## config.mk

```make
export PLATFORM = sky130hd
export DESIGN_NAME = spi_minion_ctrl
export DESIGN_NICKNAME = d
export VERILOG_FILES = /design/src/rtl/spi_minion_pkg.sv /design/src/rtl/spi_minion_shiftreg.sv /design/src/rtl/spi_minion_ctrl.sv
export SDC_FILE = /design/constraint.sdc
export NUM_CORES = 1
export LEC_CHECK = 0
export CORE_MARGIN = 2
export CORE_UTILIZATION = 30
export CTS_BUF_LIST = sky130_fd_sc_hd__clkbuf_8
export DETAILED_ROUTE_END_ITERATION = 10
export SLEW_MARGIN = 25
export SYNTH_ARGS = -nofsm -noshare
export SYNTH_HDL_FRONTEND = slang
export SYNTH_SLANG_ARGS = --single-unit
```

## constraint.sdc

```tcl
create_clock -name clk -period 1.45 [get_ports clk]
set_input_delay 0.2175 -clock clk [delete_from_list [all_inputs] [get_ports clk]]
set_output_delay 0.2175 -clock clk [all_outputs]
set_load 0.02 [all_outputs]
```

## src/rtl/spi_minion_pkg.sv

```systemverilog
// Shared definitions for the SPI minion controller.
//
// Contents:
//   SPI_MINION_MAX_NBITS - largest supported frame width.
//   spi_minion_state_e   - controller FSM state encoding.
//   sat_inc8             - saturating 8-bit increment for the status counters.
package spi_minion_pkg;

  localparam int unsigned SPI_MINION_MAX_NBITS = 32;

  typedef enum logic [1:0] {
    StIdle   = 2'd0,
    StShift  = 2'd1,
    StWaitCs = 2'd2
  } spi_minion_state_e;

  function automatic logic [7:0] sat_inc8(input logic [7:0] val);
    return (val == 8'hFF) ? val : val + 8'd1;
  endfunction

endpackage

```

## src/rtl/spi_minion_shiftreg.sv

```systemverilog
// Frame shift register and bit counter for the SPI minion.
//
// A load seeds the register with the transmit word and clears the counter.
// Each shift moves the register left by one, pulling the MOSI bit into the
// LSB and advancing the counter. The counter stops at NBITS and never wraps.
//
// Ports:
//   clk, reset  - clock, synchronous active-high reset
//   load        - seed register with load_val, counter := 0
//   load_val    - transmit word to seed
//   shift       - shift one MOSI bit in
//   mosi        - serial input bit
//   shreg_msb   - current MSB (drives MISO)
//   shift_word  - register value after the shift in progress (completed word)
//   count       - number of bits shifted so far in this frame
//   done        - this shift is the final bit of the frame
module spi_minion_shiftreg #(
  parameter int unsigned NBITS = 8,
  localparam int unsigned CntW = $clog2(NBITS + 1)
) (
  input  logic             clk,
  input  logic             reset,
  input  logic             load,
  input  logic [NBITS-1:0] load_val,
  input  logic             shift,
  input  logic             mosi,
  output logic             shreg_msb,
  output logic [NBITS-1:0] shift_word,
  output logic [CntW-1:0]  count,
  output logic             done
);

  logic [NBITS-1:0] shreg_q, shreg_d;
  logic [CntW-1:0]  count_q, count_d;
  logic             at_end;

  assign at_end     = (count_q == CntW'(NBITS));
  assign shift_word = {shreg_q[NBITS-2:0], mosi};
  assign done       = shift & ~load & (count_q == CntW'(NBITS - 1));

  always_comb begin
    shreg_d = shreg_q;
    count_d = count_q;
    if (load) begin
      shreg_d = load_val;
      count_d = '0;
    end else if (shift && !at_end) begin
      shreg_d = shift_word;
      count_d = count_q + CntW'(1);
    end
  end

  always_ff @(posedge clk) begin
    if (reset) begin
      shreg_q <= '0;
      count_q <= '0;
    end else begin
      shreg_q <= shreg_d;
      count_q <= count_d;
    end
  end

  assign shreg_msb = shreg_q[NBITS-1];
  assign count     = count_q;

endmodule

```

## src/rtl/spi_minion_ctrl.sv

```systemverilog
// SPI minion (mode 0) frame controller.
//
// Receives NBITS-wide frames MSB first on MOSI while shifting a word taken
// from the pull stream out on MISO. Completed receive words are offered on a
// one-entry push buffer; a frame that completes while the buffer is still
// occupied (and not being drained) is dropped. A chip-select release before
// the last bit aborts the frame without a push.
//
// Optional build macro SPI_MINION_CTRL_STATUS_EN adds saturating abort and
// overrun counters as outputs.
//
// Ports:
//   clk, reset         - clock, synchronous active-high reset
//   cs                 - synchronized chip-select level (active low)
//   cs_negedge         - one-cycle pulse at frame start
//   cs_posedge         - one-cycle pulse at frame end
//   sclk_posedge       - one-cycle pulse at each SCLK rising (sample) edge
//   mosi               - synchronized MOSI level
//   miso               - serial data to master
//   pull_val/rdy/msg   - transmit word stream from fabric
//   push_val/rdy/msg   - received word stream to fabric
//   abort_count        - (status build) aborted frames, saturating
//   overrun_count      - (status build) dropped frames, saturating
module spi_minion_ctrl
  import spi_minion_pkg::*;
#(
  parameter int unsigned NBITS = 8
) (
  input  logic             clk,
  input  logic             reset,
  input  logic             cs,
  input  logic             cs_negedge,
  input  logic             cs_posedge,
  input  logic             sclk_posedge,
  input  logic             mosi,
  output logic             miso,
  input  logic             pull_val,
  output logic             pull_rdy,
  input  logic [NBITS-1:0] pull_msg,
  output logic             push_val,
  input  logic             push_rdy,
  output logic [NBITS-1:0] push_msg
`ifdef SPI_MINION_CTRL_STATUS_EN
  ,
  output logic [7:0]       abort_count,
  output logic [7:0]       overrun_count
`endif
);

  localparam int unsigned CntW = $clog2(NBITS + 1);

  spi_minion_state_e state_q, state_d;

  logic             sr_load;
  logic             sr_shift;
  logic             sr_msb;
  logic [NBITS-1:0] sr_word;
  logic [CntW-1:0]  sr_count;
  logic             sr_done;
  logic [NBITS-1:0] load_val;

  logic             push_val_q, push_val_d;
  logic [NBITS-1:0] push_msg_q, push_msg_d;
  logic             push_drain;
  logic             overrun;
  logic             abort;

  // An empty pull stream at frame start transmits all zeros.
  assign load_val = pull_val ? pull_msg : '0;

  spi_minion_shiftreg #(
    .NBITS(NBITS)
  ) u_shiftreg (
    .clk        (clk),
    .reset      (reset),
    .load       (sr_load),
    .load_val   (load_val),
    .shift      (sr_shift),
    .mosi       (mosi),
    .shreg_msb  (sr_msb),
    .shift_word (sr_word),
    .count      (sr_count),
    .done       (sr_done)
  );

  // ---------------------------------------------------------------------------
  // FSM: state register
  // ---------------------------------------------------------------------------
  always_ff @(posedge clk) begin
    if (reset) begin
      state_q <= StIdle;
    end else begin
      state_q <= state_d;
    end
  end

  // ---------------------------------------------------------------------------
  // FSM: next state
  // ---------------------------------------------------------------------------
  always_comb begin
    state_d = state_q;
    unique case (state_q)
      StIdle: begin
        if (cs_negedge) state_d = StShift;
      end
      StShift: begin
        // A final bit coincident with CS release still completes the frame.
        if (sr_done) begin
          state_d = cs_posedge ? StIdle : StWaitCs;
        end else if (cs_posedge) begin
          state_d = StIdle;
        end
      end
      StWaitCs: begin
        if (cs_posedge) state_d = StIdle;
      end
      default: state_d = StIdle;
    endcase
  end

  // ---------------------------------------------------------------------------
  // FSM: outputs
  // ---------------------------------------------------------------------------
  always_comb begin
    sr_load  = 1'b0;
    sr_shift = 1'b0;
    pull_rdy = 1'b0;
    miso     = 1'b0;
    unique case (state_q)
      StIdle: begin
        sr_load  = cs_negedge;
        pull_rdy = cs_negedge & ~reset;
      end
      StShift: begin
        sr_shift = sclk_posedge & (sr_count < CntW'(NBITS));
        miso     = sr_msb & ~cs & ~reset;
      end
      StWaitCs: begin
        sr_shift = 1'b0;
      end
      default: begin
        sr_load = 1'b0;
      end
    endcase
  end

  // ---------------------------------------------------------------------------
  // Push buffer
  // ---------------------------------------------------------------------------
  assign push_drain = push_val_q & push_rdy;
  assign overrun    = sr_done & push_val_q & ~push_rdy;
  assign abort      = (state_q == StShift) & cs_posedge & ~sr_done;

  always_comb begin
    push_val_d = push_val_q;
    push_msg_d = push_msg_q;
    if (sr_done && !overrun) begin
      // Covers both an empty buffer and one being drained this same cycle.
      push_val_d = 1'b1;
      push_msg_d = sr_word;
    end else if (push_drain) begin
      push_val_d = 1'b0;
    end
  end

  always_ff @(posedge clk) begin
    if (reset) begin
      push_val_q <= 1'b0;
      push_msg_q <= '0;
    end else begin
      push_val_q <= push_val_d;
      push_msg_q <= push_msg_d;
    end
  end

  assign push_val = push_val_q;
  assign push_msg = push_msg_q;

`ifdef SPI_MINION_CTRL_STATUS_EN
  // ---------------------------------------------------------------------------
  // Status counters
  // ---------------------------------------------------------------------------
  logic [7:0] abort_cnt_q;
  logic [7:0] overrun_cnt_q;

  always_ff @(posedge clk) begin
    if (reset) begin
      abort_cnt_q   <= '0;
      overrun_cnt_q <= '0;
    end else begin
      if (abort)   abort_cnt_q   <= sat_inc8(abort_cnt_q);
      if (overrun) overrun_cnt_q <= sat_inc8(overrun_cnt_q);
    end
  end

  assign abort_count   = abort_cnt_q;
  assign overrun_count = overrun_cnt_q;
`else
  // Event strobes only feed the optional status counters.
  logic unused_status;
  assign unused_status = abort ^ overrun;
`endif

endmodule
```

==> flow_summary.yaml, run 1 <==
# synthesis and place-and-route metrics
placement:
  placed_area_um2: 1423
  place.gp.congestion: 0.7468
  dp_cells: 188
power:
  power-per-cell-area_nw_per_um2: 791.9
  p_int_mw: 0.9175
  max-vdd-ir-drop_uv: 353.2
  power_frac_clock: 0.319
  powerClk_mw: 0.376
  top_power_group: "sequential cells"
  power.share.sequential: 0.554
  leakage_nw: 0.5909
  power_frac_comb: 0.127
  power.total_mw: 1.181
  pg_seq_mw: 0.655
  swShare: 0.2232
floorplanning:
  nWellTaps: 46
  fp_util: 0.3175
  die_area_um2: 4082
  coreArea_um2: 3390
  die_x_um: 63.89
global_routing:
  grt_start_max_net_pins: 29
  use_met2: 0.1992
  antenna_found_initial: 0
  grt_pass1_vias: 856
  grt-ovfl-total: 0
  busiest_layer: "met2"
  use_met1: 0.1676
layout:
  seq_share: 0.3112
  syn2layout_area_growth_pct: 38.60
  final-nonclk-buf-share: 0.2332
  comb_area_um2: 565.5
  fill_cells: 336
  clkCellAreaFrac: 0.03020
  ff_count: 23
  ff_latch_area_um2: 464.2
  final_util: 0.4400
  buffers: 36
  comb_cells: 80
  inverters: 3
  nets: 166
route:
  route.met3.wl_um: 84
  dr.max_layer_used: "met3"
  drc: 0
  drt_iter0_drc: 46
  drt-met1-wl_um: 1110
synthesis:
  synth-main-ff-cell: "dfxtp_1"
  syn_area_per_cell_um2: 9.439
  syn_nets: 133
  netlist_area_um2: 1076
  synth_cell_types: 24
  ys_cells: 114
  common_cells: "23 x dfxtp_1, 20 x nand2b_1, 12 x a21oi_1"
  edf_count: 0
  yosys_warnings: 0
  ys_area_um2: 1076
sta:
  fmax_mhz: 692.9
  post-route-min-period_ps: 1443
  rsz0062_at_grt: "true"
  hold_ws_ps: 389.8
  slew_violations: 0
  setup_ws_ps: 6.702
  slew_headroom: 0.8483
  finalHoldViolations: 0
job:
  tool_warnings: 30
clocking:
  cts-root-buf: "clkbuf_8"
  cts_hold_buffers: 0
  numCtsBuffers: 3
  cts_max_level: 1
  post_cts_buffers: 0
min_path:
  whs_endpoint: "state_q[0]$_SDFFE_PP0P_"
  hold_start: "cs_negedge"
worst_setup_path:
  worst_ep_arrival_time_ps: 1230
  crit_path_start_kind: "flop"
  critPathBufInv: 1
  r2r_start: "state_q[1]$_SDFFE_PP0P_"
  path_class: "reg2out"
  crit_path_start: "state_q[1]$_SDFFE_PP0P_"
  required_ps: 1230
  cp_max_fo: 2
  r2r_slack_ps: 130
  crit_end: "pull_rdy"
status:
  outcome: "completed"
[run 1: layout by cell type, fill, tap and decap left out, drive strengths merged, types with 3 or more instances in the layout]
cell	synthesis	final
inv	3	4
a21oi	12	12
buf	5	11
clkbuf	3	3
clkdlybuf4s50	0	18
nand2	5	5
dfxtp	23	23
dlymetal6s2s	0	5
a22oi	8	8
mux2i	8	8
nor2	3	3
nand3	9	9
nand2b	20	20
[run 1: logic make-up after synthesis]
kind of cell | count (synthesis) | share of synthesized area
adder cells (fa/ha/maj) | 2 | 0.02325
flip-flops | 23 | 0.4279
AND/OR/NAND/NOR | 45 | 0.2756
AND-OR/OR-AND | 25 | 0.1430
multiplexers | 8 | 0.07442
buffers and inverters | 11 | 0.05581
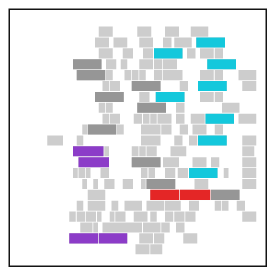
Fig. 1. Register map, names as in the netlist (run 1).
Scale: 4 px per um. Other sequential cells in the stronger gray, the rest of the logic in the fainter gray.
Cyan shows `push_msg`, placed flops 8. Purple shows `u_shiftreg.count`, placed flops 4. Red shows `state_q`, placed flops 2.
Another 9 sequential cells are not colored.

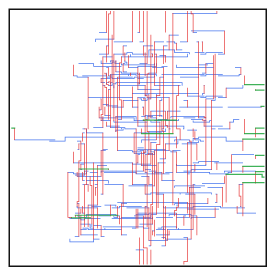
Fig. 2. Signal wires by layer (run 1).
Scale: 4 px per um.
Blue shows metal 1, wire length 1110 um. Green shows metal 3, wire length 84.0 um. Red shows metal 2, wire length 1160 um.
Total GRT Usage: 0.1254
Vias: 888

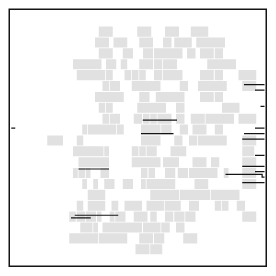
Fig. 3. Metal 3 (run 1).
Scale: 4 px per um. Cells faint in the background.
17 nets have wire on it. The layer holds 3.6% of the routed length. The wires run mostly horizontal.

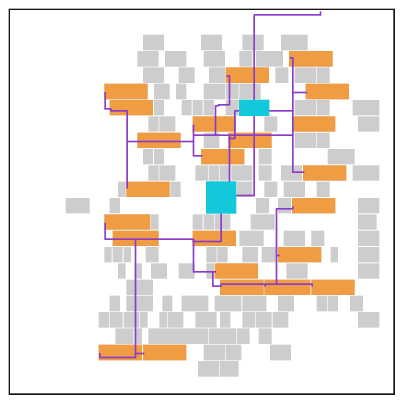
Fig. 4. Clock wires, drivers and flops (run 1).
Scale: 6 px per um.
Orange shows flip-flops, count 23. Cyan shows clock drivers, count 3. Purple shows clock wires, length 270 um.
There are 4 routed clock nets.

Fig. 5: run 1, routing congestion map
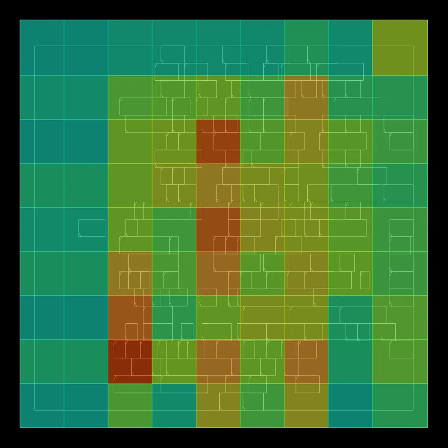

## Run 2: what changed since run 1
--- a/config.mk
+++ b/config.mk
@@ -5,7 +5,7 @@
 export SDC_FILE = /design/constraint.sdc
 export NUM_CORES = 1
 export LEC_CHECK = 0
-export CORE_MARGIN = 2
+export CORE_MARGIN = 4
 export CORE_UTILIZATION = 30
 export CTS_BUF_LIST = sky130_fd_sc_hd__clkbuf_8
 export DETAILED_ROUTE_END_ITERATION = 10
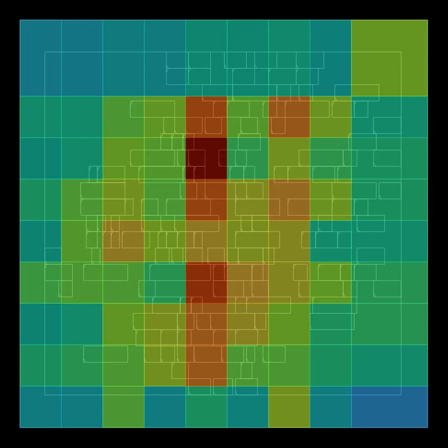
Fig. 6. Routing congestion map (run 2).
met2 Resource Use GR: 0.1968
Total GRT Usage: 0.1211

==> run 2 against run 1 <==
  * Via count increased by 2.0%
  * Critical endpoint unchanged
  * Wire length is 5.1% higher
  * Setup slack gained 22 ps
==> flow_summary.yaml, run 2 <==
# synthesis and place-and-route metrics
layout:
  clkCellAreaFrac: 0.03088
  syn2layout_area_growth_pct: 39.30
  fill_cells: 331
  comb_area_um2: 560.5
  final_layout_top_logic_cell: "dfxtp_1"
  ff_latch_area_um2: 460.4
  buffers: 37
  final-nonclk-buf-share: 0.2421
  final_cell_mix: "23 x dfxtp_1, 20 x nand2b_1, 15 x clkdlybuf4s50_1, 12 x a21oi_1, 10 x buf_4"
  comb_cells: 80
  seq_share: 0.3072
  ff_count: 23
  inverters: 3
clocking:
  cts_max_level: 1
  post_cts_buffers: 0
  cts-root-buf: "clkbuf_8"
  numCtsBuffers: 3
synthesis:
  synth_cell_types: 24
  ys_cells: 114
  ys_area_um2: 1076
  aoi_share: 0.1430
  synthSimpleGateAreaFrac: 0.2756
  yosys.area_share.xor_xnor: 0
  yosys_warnings: 0
  syn_area_per_cell_um2: 9.439
  synth-adder-area-share: 0.02326
  netlist_area_um2: 1076
  edf_count: 0
  synth-main-ff-cell: "dfxtp_1"
  common_cells: "23 x dfxtp_1, 20 x nand2b_1, 12 x a21oi_1"
min_path:
  hold_start: "cs_negedge"
sta:
  slew_headroom: 0.8444
  hold_ws_ps: 397.5
  setup_ws_ps: 28.60
  fmax_mhz: 703.5
  post-route-min-period_ps: 1421
global_routing:
  antenna_found_initial: 0
  grt_pass1_vias: 884
  grt_start_max_net_pins: 29
  grt-ovfl-total: 0
status:
  outcome: "completed"
worst_setup_path:
  crit_end: "pull_rdy"
  critPathBufInv: 1
  path_class: "reg2out"
  r2r_start: "state_q[1]$_SDFFE_PP0P_"
  crit_path_start_kind: "flop"
  required_ps: 1230
  worst_ep_arrival_time_ps: 1200
  cp_max_fo: 2
  r2r_slack_ps: 90
  crit_path_start: "state_q[1]$_SDFFE_PP0P_"
floorplanning:
  fp_util: 0.3175
  die_x_um: 67.89
  io-pin-count: 28
  nWellTaps: 46
  die_area_um2: 4609
power:
  max-vdd-ir-drop_uv: 291.2
  leakage_nw: 0.6548
  power.total_mw: 1.199
  power-per-cell-area_nw_per_um2: 799.9
route:
  drc: 0
  drt_iter0_drc: 49
  num_vias: 906
placement:
  placed_area_um2: 1430
  place.gp.congestion: 0.8285
  dp_cells: 189
job:
  tool_warnings: 29
-- run 2: cell counts after synthesis --
No cell type changed its count.
-- run 2: routing by layer --
metal,GRT usage,part of all wire,vias to the layer above
met3,0.01970,0.039,5
met5,0,0,-
met1,0.1550,0.46,418
met2,0.1968,0.48,19
met4,0.05955,0.023,0
li1,-,-,464
-- run 2: power by group --
part	internal (mW)	switching [mW]
sequential	0.644	0.00979
clock	0.192	0.203
combinational	0.0852	0.0651
-- run 2: timing repair --
action | in CTS | in global routing
setup endpoints to repair | 2 | 12
gates resized | 12 | 10
hold buffers | 0 | 0
endpoints found under the hold margin | 0 | 0
## Run 3: what changed since run 2
--- a/config.mk
+++ b/config.mk
@@ -5,6 +5,7 @@
 export SDC_FILE = /design/constraint.sdc
 export NUM_CORES = 1
 export LEC_CHECK = 0
+export CAP_MARGIN = 20
 export CORE_MARGIN = 4
 export CORE_UTILIZATION = 30
 export CTS_BUF_LIST = sky130_fd_sc_hd__clkbuf_8
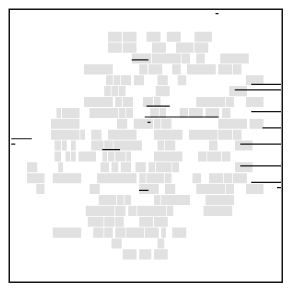
Fig. 7. Metal 3 (run 3).
Scale: 4 px per um. Cells faint in the background.
The longest straight run is 18.2 um. The layer holds 3.9% of the routed length. 14 nets have wire on it.
met3 Resource Use GR: 0.01970
Vias: 906

==> run 3 against run 2 <==
  * Synthesized cell count stayed put
  * Die size stayed put
  * Final cell count stayed put
  * Clock-buffer cell count stayed put
  * Largest cell class unchanged
  * Setup slack stayed put
  * Wire length stayed put
  * Critical path depth stayed put
  * Flip-flop count stayed put
  * Non-clock buffer count stayed put
  * First-iteration DRC count stayed put
  * Clock power hardly changed
==> flow_summary.yaml, run 3 <==
# synthesis and place-and-route metrics
synthesis:
  synthSimpleGateAreaFrac: 0.2756
  ys_cells: 114
  top_area_cell: "dfxtp_1"
  syn_nets: 133
  common_cells: "23 x dfxtp_1, 20 x nand2b_1, 12 x a21oi_1"
  synth-main-ff-cell: "dfxtp_1"
  logic_family: "simple AND/OR/NAND/NOR gates"
  synth_cell_types: 24
  ys_area_um2: 1076
  yosys_warnings: 0
  edf_count: 0
  synth-adder-area-share: 0.02326
  syn_area_per_cell_um2: 9.439
  netlist_area_um2: 1076
  most_common_cell: "dfxtp_1"
  synthMuxAreaShare: 0.07442
  yosys.area_share.xor_xnor: 0
  aoi_share: 0.1430
power:
  top_power_group: "sequential cells"
  p_int_mw: 0.9215
  power-per-cell-area_nw_per_um2: 799.9
  swShare: 0.2315
  leakage_nw: 0.6548
  pg_seq_mw: 0.654
  powerComb_mw: 0.150
  powerClk_mw: 0.394
  power.total_mw: 1.199
  p_switching_mw: 0.2775
  max-vdd-ir-drop_uv: 291.2
  power.share.sequential: 0.546
  power_frac_clock: 0.329
  power_frac_comb: 0.125
route:
  drt_iter0_drc: 49
  ant_nets: 0
  drc: 0
  firstDrtPassIters: 4
placement:
  place.gp.congestion: 0.8285
  pre_cts_ws_ps: -590.7
  dp_cells: 189
  placed_area_um2: 1430
clocking:
  cts_tree: "done"
  clock_latency_ps: 270
  cts_max_level: 1
  numCtsBuffers: 3
  clock-sinks: 23
  post_cts_resized: 12
  clkTransAtPathRegs_ps: 80
  cts_hold_buffers: 0
  cts-root-buf: "clkbuf_8"
  post_cts_buffers: 0
layout:
  syn2layout_area_growth_pct: 39.30
  nets: 167
  final_cell_mix: "23 x dfxtp_1, 20 x nand2b_1, 15 x clkdlybuf4s50_1, 12 x a21oi_1, 10 x buf_4"
  final_util: 0.4422
  final_layout_top_logic_cell: "dfxtp_1"
sta:
  slew_violations: 0
  post-route-period-util: 0.9803
  fmax_mhz: 703.5
  finalHoldViolations: 0
  hold_ws_ps: 397.5
  rsz0062_at_grt: "true"
  setup_ws_ps: 28.60
  post-route-min-period_ps: 1421
  slew_headroom: 0.8444
floorplanning:
  io-pin-count: 28
  fp_util: 0.3175
  rows: 21
  die_area_um2: 4609
  die_h_um: 67.89
  coreArea_um2: 3390
  die_x_um: 67.89
worst_setup_path:
  worst_ep_arrival_time_ps: 1200
  path_class: "reg2out"
  r2r_start: "state_q[1]$_SDFFE_PP0P_"
  crit_path_start: "state_q[1]$_SDFFE_PP0P_"
  crit_path_start_kind: "flop"
  worstReg2RegEnd: "u_shiftreg.count[2]$_SDFFE_PP0P_"
  crit_end: "pull_rdy"
  cp_max_fo: 2
  required_ps: 1230
  r2r_slack_ps: 90
min_path:
  whs_endpoint: "state_q[0]$_SDFFE_PP0P_"
  hold_start: "cs_negedge"
status:
  outcome: "completed"
global_routing:
  track_usage: 0.1211
  antenna_found_initial: 0
  grt_pass1_vias: 884
  grt_start_max_net_pins: 29
  grt-ovfl-total: 0
job:
  tool_warnings: 29
[run 3: cell counts in the layout (fill, tap and decap cells not counted)]
No cell type changed its count.
[run 3: cell type report]
cell class,instances,area (um2)
Tap cell,46,57.56
Clock buffer,3,41.29
Multi-Input combinational cell,80,560.5
Fill cell,331,1891
Timing Repair Buffer,37,362.8
Clock inverter,1,5.005
Inverter,3,11.26
Sequential cell,23,460.4
[run 3: per-layer routing]
layer,GRT usage,part of all wire
met1,0.1550,0.46
met2,0.1968,0.48
met3,0.01970,0.039
met4,0.05955,0.023
met5,0,0
[run 3: worst max-delay path, cell delays in order, from the launching register on]
cell	delay [ps]
dfxtp_1	320
or3b_4	400
nor2_2	90
buf_4	140
Power and IR drop assume default switching activity.
